## src/rtl/hex_keypad_scanner.sv

```systemverilog
// 4x4 hex keypad scanner: rotates an active-low row strobe, debounces presses and
// releases on scan ticks, and shifts each accepted key code into a 16-bit entry register.
module hex_keypad_scanner #(
  parameter int SCAN_DIV       = 50000,
  parameter int DEBOUNCE_SCANS = 4
) (
  input  logic        clk,
  input  logic        rst,
  input  logic [3:0]  col,
  input  logic        clear,
  output logic [3:0]  row,
  output logic [3:0]  key_code,
  output logic        key_valid,
  output logic        key_held,
  output logic [15:0] number,
  output logic [1:0]  state_dbg
);

  // key_valid is a one-cycle strobe with no ready/back-pressure; key_code and
  // number are already updated in the cycle key_valid is high.

  localparam int PW = (SCAN_DIV > 1) ? $clog2(SCAN_DIV) : 1;
  localparam int CW = (DEBOUNCE_SCANS > 1) ? $clog2(DEBOUNCE_SCANS + 1) : 1;
  localparam bit FAST = (DEBOUNCE_SCANS <= 1);

  typedef enum logic [1:0] {
    SCAN     = 2'd0,
    DEBOUNCE = 2'd1,
    HELD     = 2'd2,
    RELEASE  = 2'd3
  } state_t;

  state_t          state;
  logic [3:0]      col_meta;
  logic [3:0]      cs;
  logic [PW-1:0]   presc;
  logic            tick;
  logic [CW-1:0]   counter;
  logic [CW-1:0]   counter_next;
  logic            deb_done;
  logic [1:0]      r;
  logic [1:0]      r_next;
  logic [1:0]      c;
  logic [3:0]      accept_code;

  function automatic logic [1:0] lowest_zero(input logic [3:0] v);
    logic [1:0] idx;
    idx = 2'd0;
    for (int i = 3; i >= 0; i--) begin
      if (!v[i]) idx = 2'(i);
    end
    return idx;
  endfunction

  function automatic logic [3:0] row_drive(input logic [1:0] idx);
    return ~(4'b0001 << idx);
  endfunction

  assign tick         = (presc == PW'(SCAN_DIV - 1));
  assign counter_next = counter + 1'b1;
  assign deb_done     = (counter_next == CW'(DEBOUNCE_SCANS));
  assign r_next       = r + 2'd1;
  // In SCAN the column comes straight from the sample (single-scan debounce);
  // afterwards it comes from the latched candidate.
  assign accept_code  = (state == SCAN) ? {r, lowest_zero(cs)} : {r, c};
  assign state_dbg    = state;

  always_ff @(posedge clk) begin
    if (rst) begin
      col_meta <= 4'hF;
      cs       <= 4'hF;
    end else begin
      col_meta <= col;
      cs       <= col_meta;
    end
  end

  always_ff @(posedge clk) begin
    if (rst) begin
      state     <= SCAN;
      r         <= 2'd0;
      row       <= 4'b1110;
      presc     <= '0;
      counter   <= '0;
      c         <= 2'd0;
      key_code  <= 4'h0;
      key_valid <= 1'b0;
      key_held  <= 1'b0;
      number    <= 16'h0000;
    end else begin
      key_valid <= 1'b0;
      presc     <= tick ? '0 : presc + 1'b1;
      if (clear) number <= 16'h0000;

      if (tick) begin
        unique case (state)
          SCAN: begin
            if (cs == 4'hF) begin
              r   <= r_next;
              row <= row_drive(r_next);
            end else begin
              c       <= lowest_zero(cs);
              counter <= CW'(1);
              if (FAST) begin
                key_code  <= accept_code;
                key_valid <= 1'b1;
                key_held  <= 1'b1;
                number    <= clear ? 16'h0000 : {number[11:0], accept_code};
                state     <= HELD;
              end else begin
                state <= DEBOUNCE;
              end
            end
          end

          DEBOUNCE: begin
            if (!cs[c]) begin
              counter <= counter_next;
              if (deb_done) begin
                key_code  <= accept_code;
                key_valid <= 1'b1;
                key_held  <= 1'b1;
                number    <= clear ? 16'h0000 : {number[11:0], accept_code};
                state     <= HELD;
              end
            end else begin
              counter <= '0;
              state   <= SCAN;
              r       <= r_next;
              row     <= row_drive(r_next);
            end
          end

          HELD: begin
            // Any other key on the fixed row is ignored until every column is released.
            if (cs == 4'hF) begin
              if (FAST) begin
                counter  <= '0;
                key_held <= 1'b0;
                state    <= SCAN;
                r        <= r_next;
                row      <= row_drive(r_next);
              end else begin
                counter <= CW'(1);
                state   <= RELEASE;
              end
            end
          end

          RELEASE: begin
            if (cs == 4'hF) begin
              if (deb_done) begin
                counter  <= '0;
                key_held <= 1'b0;
                state    <= SCAN;
                r        <= r_next;
                row      <= row_drive(r_next);
              end else begin
                counter <= counter_next;
              end
            end else begin
              state <= HELD;
            end
          end

          default: state <= SCAN;
        endcase
      end
    end
  end

endmodule

```

## config.mk

```make
export PLATFORM = sky130hd
export DESIGN_NAME = hex_keypad_scanner
export DESIGN_NICKNAME = d
export VERILOG_FILES = /design/src/rtl/hex_keypad_scanner.sv
export SDC_FILE = /design/constraint.sdc
export NUM_CORES = 1
export LEC_CHECK = 0
export ABC_CLOCK_PERIOD_IN_PS = 1800
export CORE_ASPECT_RATIO = 1.1
export CORE_MARGIN = 5
export CORE_UTILIZATION = 45
export DETAILED_ROUTE_END_ITERATION = 8
export GPL_TIMING_DRIVEN = 0
export PLACE_DENSITY = 0.72
export SKIP_LAST_GASP = 1
export SYNTH_ARGS = -nofsm -noshare
export SYNTH_HDL_FRONTEND = slang
export SYNTH_SLANG_ARGS = --single-unit
export TNS_END_PERCENT = 100
```

## constraint.sdc

```tcl
create_clock -name clk -period 1.8 [get_ports clk]
set_input_delay 0.27 -clock clk [delete_from_list [all_inputs] [get_ports clk]]
set_output_delay 0.27 -clock clk [all_outputs]
set_load 0.005 [all_outputs]
```

==> results.cfg, run 1 <==
; generated from flow reports
[worst_setup_path]
crit_chain = mux4_2 > nor2_4 > and4_1 > buf_6 > buf_4 > nand2_1 > a21oi_1
crit_family = multiplexers
crit_slowest_cell = mux4_2
max_stage_delay_ns = 0.53

[cells_and_area]
seqCellArea_mm2 = 0.00119
n_antenna_cell = 0
post_route_cells_drive_above_1_share_pct = 24.2
layout_top_cells = 50 x dfxtp_1, 44 x nand2_1, 34 x nor2_1

[detailed_routing]
wl_um = 5260
routed_via_density = 4.92
top_layer_used = met4
via_count = 2076
drt_iter0_drc = 159
postRouteAntennaNets = 0

[timing]
fin_crit_sh_pct = 98.3
fin_tns_setup_ns = 0
finalHoldViolCount = 0

[synth]
fp_nets = 297
syn_avg_cell_area_um2 = 8.73
ys_cells = 283
xor_area_share_pct = 5.32
edf_count = 0

[hold_path]
min_path_cells = 1

[pwr]
p_sw_share_pct = 20.8
p_int_mw = 2.07
power_frac_clock_pct = 45.2
seq_power_mw = 1.33
p_comb_share_pct = 4.0

[placement]
placed_cell_area_mm2 = 0.00290
port_buffers = 33

[clock_network]
cts_tree = done
cts_buffers = 9

[run]
cap_violations = 0

[global_routing]
grt_pass1_vias = 1959

[outcome]
status = complete, no violations
==> run 1: worst max-delay path by stage <==
stage,startpoint,endpoint,cells after the start
global route,c[0]$_SDFFE_PP0P_,number[7]$_SDFF_PP0_,7
global placement,presc[0]$_SDFF_PP0_,row[0]$_SDFFE_PP0P_,6
CTS,counter[0]$_SDFFE_PP0P_,r[0]$_SDFFE_PP0P_,6
finish,c[0]$_SDFFE_PP0P_,number[2]$_SDFF_PP0_,7
detailed placement,presc[0]$_SDFF_PP0_,key_code[1]$_SDFFE_PP0P_,8
floorplan,presc[0]$_SDFF_PP0_,r[0]$_SDFFE_PP0P_,6
==> run 1: cell usage after synthesis, types with 2 or more instances <==
cell type   n  area (µm²)
a211oi_1    2        15.0
a21oi_1    23         115
a22oi_1     2        15.0
and3_1      5        31.3
and4_1      3        26.3
buf_2       2        10.0
buf_4       2        15.0
clkbuf_1    9        33.8
dfxtp_1    59        1180
ha_1        7        87.6
inv_1       6        22.5
mux2_2      4        45.0
mux2i_1     5        50.1
nand2_1    47         176
nand2b_1    3        18.8
nand3_1    10        50.1
nand4_1     4        25.0
nor2_1     34         128
nor2b_1     5        31.3
nor3_1      5        25.0
o21ai_0     4        20.0
or2_2      12        75.1
xnor2_1     5        43.8
xor2_1     10        87.6
==> run 1: registers in the layout, indices dropped and copies added (netlist names) <==
signal,cells
cs,4
row,4
presc,16
r,2
key_valid,1
key_held,1
state_dbg,2
number,16
key_code,4
col_meta,4
c,2
counter,3
==> run 1: area by class of cell <==
cell class / count / area share, %
well taps: 75 / 2.78
clock inverters: 2 / 1.04
inverters: 6 / 0.667
flip-flops and latches: 59 / 35.4
plain buffers: 15 / 2.78
multi-input cells: 203 / 38.7
clock buffers: 13 / 4.70
repair buffers: 49 / 13.9
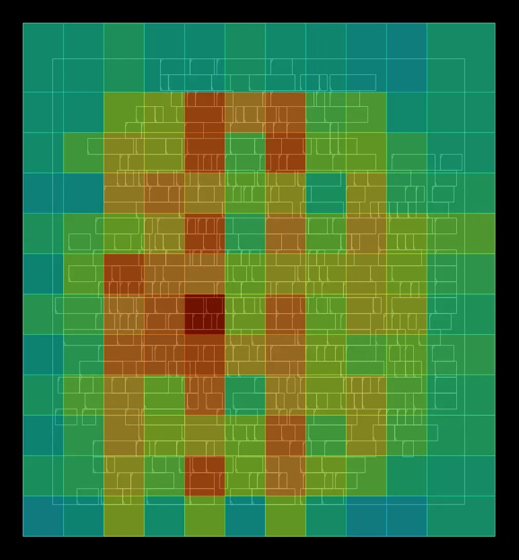
**Above:** run 1 (congestion heat map).
drt wl/cell: 12.5 µm
met2 usage: 25.7%
Global Route Usage Sum: 15.9%
Finished Core Util: 63.0%
global routing's busiest layer: met2

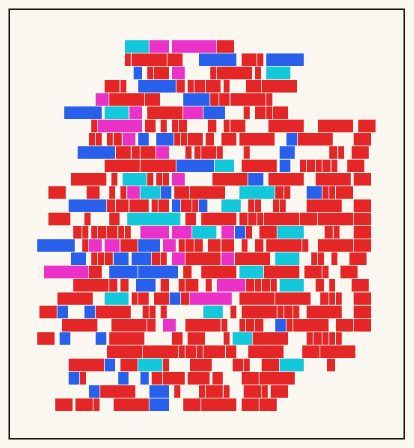
**Above:** run 1 (drive-strength map).
size	colour	cells
drive 3 to 4	magenta	23
drive 6 and up	cyan	19
drive 1 or less	red	263
drive 2	blue	42
Design Area, Final: 0.00338 mm²
synthesis-to-finish area growth: 36.8%
Final WS setup: 0.0305 ns
bufs w/o clock: 64

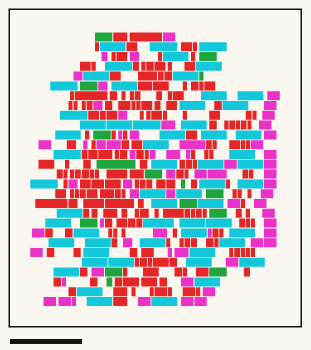
**Above:** run 1 (cell classes on the final placement).
The bar under the picture is 20 µm long.
class	colour	cells
all other logic	red	209
flip-flops	cyan	59
clock drivers and dummy loads	green	15
other buffers and delay cells	magenta	64
core area: 0.00536 mm²
sequential share of cell area: 35.4%

==> inputs of run 2 (changes only) <==
--- a/config.mk
+++ b/config.mk
@@ -5,13 +5,14 @@
 export SDC_FILE = /design/constraint.sdc
 export NUM_CORES = 1
 export LEC_CHECK = 0
-export ABC_CLOCK_PERIOD_IN_PS = 1800
-export CORE_ASPECT_RATIO = 1.1
+export ABC_CLOCK_PERIOD_IN_PS = 1500
+export CORE_ASPECT_RATIO = 1.4
 export CORE_MARGIN = 5
 export CORE_UTILIZATION = 45
 export DETAILED_ROUTE_END_ITERATION = 8
 export GPL_TIMING_DRIVEN = 0
 export PLACE_DENSITY = 0.72
+export SETUP_SLACK_MARGIN = 0.2
 export SKIP_LAST_GASP = 1
 export SYNTH_ARGS = -nofsm -noshare
 export SYNTH_HDL_FRONTEND = slang
==> constraint.sdc (replaced) <==
create_clock -name clk -period 1.5 [get_ports clk]
set_input_delay 0.225 -clock clk [delete_from_list [all_inputs] [get_ports clk]]
set_output_delay 0.225 -clock clk [all_outputs]
set_load 0.005 [all_outputs]
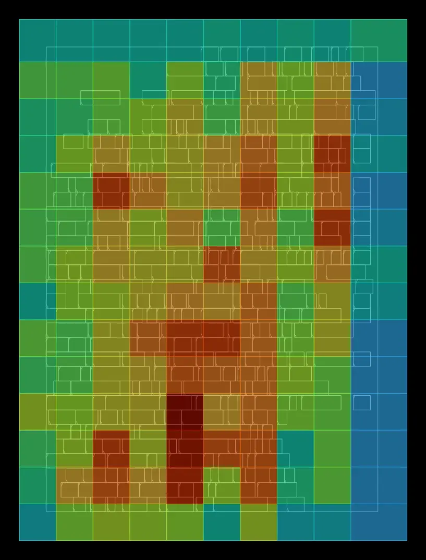
**Above:** run 2 (congestion heat map).
GR Util met1: 19.2%
drt wl/cell: 14.6 µm

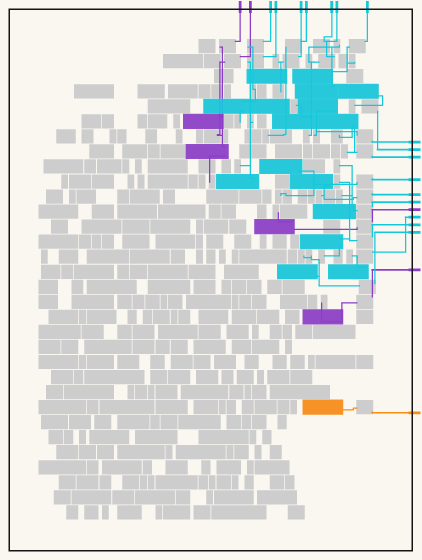
**Above:** run 2 (port wiring).
port	colour	bits	direction	edge	end cells	buffers	wire
number	cyan	16	output	9 right, 7 top	16	16	378 µm
key_code	purple	4	output	2 right, 2 top	4	4	109 µm
key_valid	orange	1	output	right	1	1	9.90 µm
number of port buffers: 33
I/O pins: 35

==> run 2 against run 1 <==
Net effect:
- the flow now finishes with violations (setup timing)
- wire length increased by 20%
- clock-buffer cell count is 2 lower
- final cell count rose by 2.4%
- critical path depth unchanged
- synthesized area unchanged
- power is 30% higher
- non-clock buffer count is 16 higher
- clock power rose by 38%
- sequential power grew about 20%
- critical path type unchanged
- highest routed layer unchanged
==> results.cfg, run 2 <==
; generated from flow reports
[detailed_routing]
top_layer_used = met4
dr.pass1.iters = 4
drt_iter0_drc = 107
routed_via_density = 5.09
wl_um = 6320

[worst_setup_path]
crit_family = multiplexers
crit_chain = mux4_2 > nor2_4 > and4_4 > buf_6 > buf_6 > nand2_2 > a21oi_2
crit_required_ns = 1.77
max_stage_delay_ns = 0.52
crit_slowest_cell = mux4_2

[pwr]
p_comb_share_pct = 5.6
power_frac_clock_pct = 47.9
seq_power_mw = 1.59
p_int_mw = 2.68

[clock_network]
cts_tree = done
cts_buffers = 9

[global_routing]
grt_pass1_vias = 2130
grt.total_usage_pct = 17.8
grt.busiest_layer = met2

[outcome]
violations = setup timing
status = complete, but fails checks

[synth]
top_cells_by_area = dfxtp_1 48%, nand2_1 7.1%, nor2_1 5.2%
top_area_cell = dfxtp_1
edf_count = 0
synth_top_cell_by_count = dfxtp_1
yosys_warnings = 0
ys_cells = 283
yosys.area.top_type_share_pct = 47.8
synthTopCellsByCount = 59 x dfxtp_1, 47 x nand2_1, 34 x nor2_1
fp_nets = 297
syn_avg_cell_area_um2 = 8.73

[placement]
placed_cell_area_mm2 = 0.00304

[timing]
fin_tns_setup_ns = -7.39
finalHoldViolCount = 0
fin_crit_sh_pct = 118
setup_viol = 48
setup_ws_ns = -0.270

[cells_and_area]
post_route_cells_drive_above_1_share_pct = 40.7
synthToLayoutAreaGrowth_pct = 53.9
fin_util_pct = 70.3
stdcell_area_mm2 = 0.00380
layout_top_cells = 43 x nand2_1, 33 x dfxtp_1, 28 x dlygate4sd2_1
n_antenna_cell = 0

[die]
core_mm2 = 0.00541

[hold_path]
min_path_cells = 3
run 2: cell counts after synthesis:
Identical to the previous run, type by type.
run 2: worst max path at each step:
stage	from	endpoint	cells past startpoint
2_1_floorplan	c[0]$_SDFFE_PP0P_	number[10]$_SDFF_PP0_	7
5_1_grt	c[0]$_SDFFE_PP0P_	number[11]$_SDFF_PP0_	7
6_report	c[0]$_SDFFE_PP0P_	number[11]$_SDFF_PP0_	7
3_5_place_dp	presc[6]$_SDFF_PP0_	row[0]$_SDFFE_PP0P_	5
4_1_cts	presc[12]$_SDFF_PP0_	key_code[1]$_SDFFE_PP0P_	7
3_3_place_gp	presc[6]$_SDFF_PP0_	row[0]$_SDFFE_PP0P_	5
run 2: through the flow:
step	total power [mW]	worst slack, ns
5_1_grt	3.53	-0.351
4_1_cts	3.42	-0.233
6_report	3.41	-0.270
2_1_floorplan	1.71	-0.130
3_5_place_dp	1.75	-0.296
3_3_place_gp	1.75	-0.303
run 2: what timing repair did:
item / 4_1_cts / 5_1_grt
gates resized: 80 / 40
buffers inserted: 20 / 8
setup endpoints to repair: 79 / 51
cloned: 4 / 0
pin swaps: 20 / 12
run 2: cell families after synthesis:
logic type                 after synthesis  synth area share, %
and+or+nand+nor                        136                 26.6
xor gates and xnor gates                15                 5.32
buffers and inverters                   21                 3.90
DFF                                     59                 47.8
AOI/OAI and AO/OA                       35                 8.00
adders and majority gates                7                 3.55
muxes                                   10                 4.76
run 2: cell type report:
class | count | area, µm² | area share (%)
clock inverters | 5 | 75.1 | 1.97
plain buffers | 15 | 136 | 3.59
repair buffers | 65 | 583 | 15.3
inverters | 6 | 22.5 | 0.592
well taps | 68 | 85.1 | 2.24
clock buffers | 11 | 151 | 3.98
multi-input cells | 203 | 1520 | 40.0
flip-flops and latches | 59 | 1230 | 32.3
Power and IR drop assume default switching activity.
